==> src/rtl/dram_bist_pkg.sv <==
// rtl/dram_bist_pkg.sv - state encoding and March C- element descriptors
package dram_bist_pkg;

    typedef enum logic [2:0] {
        S_IDLE,
        S_WR_ONLY,
        S_RD,
        S_WAIT,
        S_CHK,
        S_DONE
    } state_t;

    localparam int NUM_ELEMENTS = 6;
    localparam logic [2:0] LAST_ELEMENT = 3'(NUM_ELEMENTS - 1);

    // Bit i of each table describes march element Mi.
    localparam logic [NUM_ELEMENTS-1:0] ELEM_DIR_DOWN  = 6'b111000;
    localparam logic [NUM_ELEMENTS-1:0] ELEM_HAS_READ  = 6'b111110;
    localparam logic [NUM_ELEMENTS-1:0] ELEM_EXP_INV   = 6'b010100;
    localparam logic [NUM_ELEMENTS-1:0] ELEM_HAS_WRITE = 6'b011111;
    localparam logic [NUM_ELEMENTS-1:0] ELEM_WR_INV    = 6'b001010;

endpackage

==> src/rtl/dram_bist_addr_gen.sv <==
// rtl/dram_bist_addr_gen.sv - loadable up/down address counter for the march sweep
module dram_bist_addr_gen #(
    parameter int ADDR_WIDTH = 12
) (
    input  logic                  clk,
    input  logic                  rst_n,
    input  logic                  i_load,
    input  logic                  i_dir,
    input  logic                  i_advance,
    output logic [ADDR_WIDTH-1:0] o_addr,
    output logic                  o_last
);

    logic [ADDR_WIDTH-1:0] r_addr;
    logic                  r_dir;

    // Loading picks the sweep's start address; the direction is latched for the whole element.
    always_ff @(posedge clk or negedge rst_n) begin
        if (!rst_n) begin
            r_addr <= '0;
            r_dir  <= 1'b0;
        end else if (i_load) begin
            r_addr <= i_dir ? '1 : '0;
            r_dir  <= i_dir;
        end else if (i_advance) begin
            r_addr <= r_dir ? r_addr - ADDR_WIDTH'(1) : r_addr + ADDR_WIDTH'(1);
        end
    end

    assign o_addr = r_addr;
    assign o_last = r_dir ? (r_addr == '0) : (r_addr == '1);

endmodule

==> src/rtl/dram_march_bist.sv <==
// rtl/dram_march_bist.sv - March C- BIST initiator for the dram single-port array
module dram_march_bist
    import dram_bist_pkg::*;
#(
    parameter int                    ADDR_WIDTH   = 12,
    parameter int                    DATA_WIDTH   = 8,
    parameter int                    READ_LATENCY = 1,
    parameter logic [DATA_WIDTH-1:0] PATTERN      = 8'h55
) (
    input  logic                  clk,
    input  logic                  rst_n,
    input  logic                  start,
    output logic                  busy,
    output logic                  done,
    output logic                  pass,
    output logic [ADDR_WIDTH-1:0] fail_addr,
    output logic [DATA_WIDTH-1:0] fail_data,
    output logic [2:0]            fail_element,
    output logic [ADDR_WIDTH-1:0] mem_address,
    output logic [DATA_WIDTH-1:0] mem_data_in,
    output logic                  mem_we,
    input  logic [DATA_WIDTH-1:0] mem_data_out
);

    localparam logic [1:0] WAIT_END = 2'(READ_LATENCY >= 2 ? READ_LATENCY - 2 : 0);

    state_t                r_state;
    logic [2:0]            r_elem;
    logic [1:0]            r_wait;
    logic                  r_busy;
    logic                  r_done;
    logic                  r_pass;
    logic [ADDR_WIDTH-1:0] r_fail_addr;
    logic [DATA_WIDTH-1:0] r_fail_data;
    logic [2:0]            r_fail_element;

    logic [2:0]            w_nxt_elem;
    logic [ADDR_WIDTH-1:0] w_addr;
    logic                  w_last;
    logic                  w_load;
    logic                  w_load_dir;
    logic                  w_advance;
    logic                  w_mismatch;
    logic                  w_chk_ok;
    logic [DATA_WIDTH-1:0] w_exp;
    logic [DATA_WIDTH-1:0] w_wr_val;

    assign w_nxt_elem = r_elem + 3'd1;
    assign w_exp      = ELEM_EXP_INV[r_elem] ? ~PATTERN : PATTERN;
    assign w_wr_val   = ELEM_WR_INV[r_elem]  ? ~PATTERN : PATTERN;
    assign w_mismatch = (r_state == S_CHK) && ELEM_HAS_READ[r_elem] && (mem_data_out != w_exp);
    assign w_chk_ok   = (r_state == S_CHK) && !w_mismatch;

    // Terminal address hands straight over to the next element's start address.
    assign w_load     = ((r_state == S_IDLE) && start)
                     || ((r_state == S_WR_ONLY) && w_last)
                     || (w_chk_ok && w_last && (r_elem != LAST_ELEMENT));
    assign w_load_dir = (r_state == S_IDLE) ? ELEM_DIR_DOWN[0] : ELEM_DIR_DOWN[w_nxt_elem];
    assign w_advance  = ((r_state == S_WR_ONLY) && !w_last) || (w_chk_ok && !w_last);

    dram_bist_addr_gen #(
        .ADDR_WIDTH(ADDR_WIDTH)
    ) u_addr_gen (
        .clk      (clk),
        .rst_n    (rst_n),
        .i_load   (w_load),
        .i_dir    (w_load_dir),
        .i_advance(w_advance),
        .o_addr   (w_addr),
        .o_last   (w_last)
    );

    always_ff @(posedge clk or negedge rst_n) begin
        if (!rst_n) begin
            r_state        <= S_IDLE;
            r_elem         <= '0;
            r_wait         <= '0;
            r_busy         <= 1'b0;
            r_done         <= 1'b0;
            r_pass         <= 1'b0;
            r_fail_addr    <= '0;
            r_fail_data    <= '0;
            r_fail_element <= '0;
        end else begin
            r_done <= 1'b0;
            case (r_state)
                S_IDLE: begin
                    if (start) begin
                        r_state        <= S_WR_ONLY;
                        r_elem         <= '0;
                        r_busy         <= 1'b1;
                        r_pass         <= 1'b0;
                        r_fail_addr    <= '0;
                        r_fail_data    <= '0;
                        r_fail_element <= '0;
                    end
                end
                S_WR_ONLY: begin
                    if (w_last) begin
                        r_elem  <= w_nxt_elem;
                        r_state <= ELEM_HAS_READ[w_nxt_elem] ? S_RD : S_WR_ONLY;
                    end
                end
                S_RD: begin
                    r_wait  <= '0;
                    r_state <= (READ_LATENCY == 1) ? S_CHK : S_WAIT;
                end
                S_WAIT: begin
                    if (r_wait == WAIT_END) begin
                        r_state <= S_CHK;
                    end else begin
                        r_wait <= r_wait + 2'd1;
                    end
                end
                S_CHK: begin
                    if (w_mismatch) begin
                        r_fail_addr    <= w_addr;
                        r_fail_data    <= mem_data_out;
                        r_fail_element <= r_elem;
                        r_pass         <= 1'b0;
                        r_busy         <= 1'b0;
                        r_done         <= 1'b1;
                        r_state        <= S_DONE;
                    end else if (w_last && (r_elem == LAST_ELEMENT)) begin
                        r_pass  <= 1'b1;
                        r_busy  <= 1'b0;
                        r_done  <= 1'b1;
                        r_state <= S_DONE;
                    end else if (w_last) begin
                        r_elem  <= w_nxt_elem;
                        r_state <= ELEM_HAS_READ[w_nxt_elem] ? S_RD : S_WR_ONLY;
                    end else begin
                        r_state <= S_RD;
                    end
                end
                S_DONE: begin
                    r_state <= S_IDLE;
                end
                default: begin
                    r_state <= S_IDLE;
                end
            endcase
        end
    end

    assign busy         = r_busy;
    assign done         = r_done;
    assign pass         = r_pass;
    assign fail_addr    = r_fail_addr;
    assign fail_data    = r_fail_data;
    assign fail_element = r_fail_element;

    // The check-cycle write is gated by the compare so a failing location is left untouched.
    assign mem_we      = (r_state == S_WR_ONLY)
                      || (w_chk_ok && ELEM_HAS_WRITE[r_elem]);
    assign mem_address = r_busy ? w_addr : '0;
    assign mem_data_in = r_busy ? w_wr_val : '0;

endmodule
==> config.mk <==
export PLATFORM = sky130hd
export DESIGN_NAME = dram_march_bist
export DESIGN_NICKNAME = d
export VERILOG_FILES = /design/src/rtl/dram_bist_pkg.sv /design/src/rtl/dram_bist_addr_gen.sv /design/src/rtl/dram_march_bist.sv
export SDC_FILE = /design/constraint.sdc
export NUM_CORES = 1
export LEC_CHECK = 0
export ABC_CLOCK_PERIOD_IN_PS = 3800
export CAP_MARGIN = 10
export CORE_MARGIN = 1.5
export CORE_UTILIZATION = 56
export DETAILED_ROUTE_END_ITERATION = 6
export MAX_ROUTING_LAYER = met4
export PLACE_DENSITY = 0.83
export REMOVE_ABC_BUFFERS = 1
export SLEW_MARGIN = 5
export SYNTH_ARGS = -nofsm -noshare
export SYNTH_HDL_FRONTEND = slang
export SYNTH_SLANG_ARGS = --single-unit
==> constraint.sdc <==
create_clock -name clk -period 3.8 [get_ports clk]
set_clock_uncertainty 0.1 [all_clocks]
set_input_delay 0.57 -clock clk [delete_from_list [all_inputs] [get_ports clk]]
set_output_delay 0.57 -clock clk [all_outputs]
set_load 0.01 [all_outputs]
Fig. 1: metal 1
The bar under the picture is 20 um long.
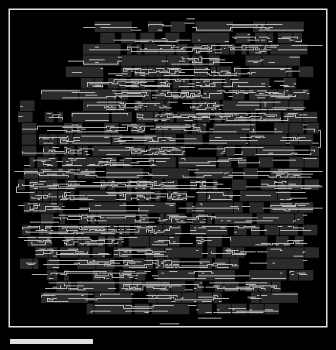
longest straight run: 25.8 um
nets with wire on the layer: 361
wire length on this layer: 3350 um
share of all routed wire: 48%
main direction: horizontal
grt met1 use: 36.6%
Routed WL: 7050 um
Via Count: 2589

Fig. 2: metal 2
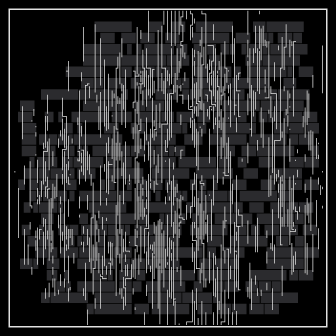
share of all routed wire: 45%
wire length on this layer: 3160 um
longest straight run: 28.9 um
main direction: vertical
nets with wire on the layer: 321
GR Util met2: 39.5%

==> impl_metrics.json <==
{
  "crit_start": "r_elem[0]$_DFFE_PN0P_",
  "edf_count": 0,
  "yosys_warnings": 0,
  "grtUsageMet3_pct": 3.95,
  "outcome": "completed",
  "seq-cell-share_pct": 32.4,
  "max_freq_mhz": 294,
  "io_buffers": 57,
  "core_util_floorplan_pct": 58.2,
  "hpwl_um": 4990,
  "setup_tns_ns": 0,
  "setup_viol": 0,
  "grt_remaining_overflow": 0,
  "grt_pass1_wl_um": 12000,
  "wl_per_cell_um": 16.0,
  "final_area_sq_um": 3630,
  "buffers_excl_clock": 58,
  "dpl-instance-area_sq_um": 3530,
  "compound_area_share_pct": 21.8,
  "syn_area_sq_um": 2990
}
[worst min path at each step]
stage / from / to / slack [ns] / cells after the start
after global routing: rst_n / u_addr_gen.o_addr[5]$_DFFE_PN0P_ / 0.43 / 1
after global placement: r_wait[0]$_DFFE_PN0P_ / r_wait[0]$_DFFE_PN0P_ / 0.40 / 1
final: rst_n / u_addr_gen.o_addr[5]$_DFFE_PN0P_ / 0.33 / 1
after floorplan: rst_n / busy$_DFFE_PN0P_ / 0.17 / 0
after detailed placement: r_wait[0]$_DFFE_PN0P_ / r_wait[0]$_DFFE_PN0P_ / 0.40 / 1
after CTS: rst_n / u_addr_gen.o_addr[7]$_DFFE_PN0P_ / 0.37 / 1
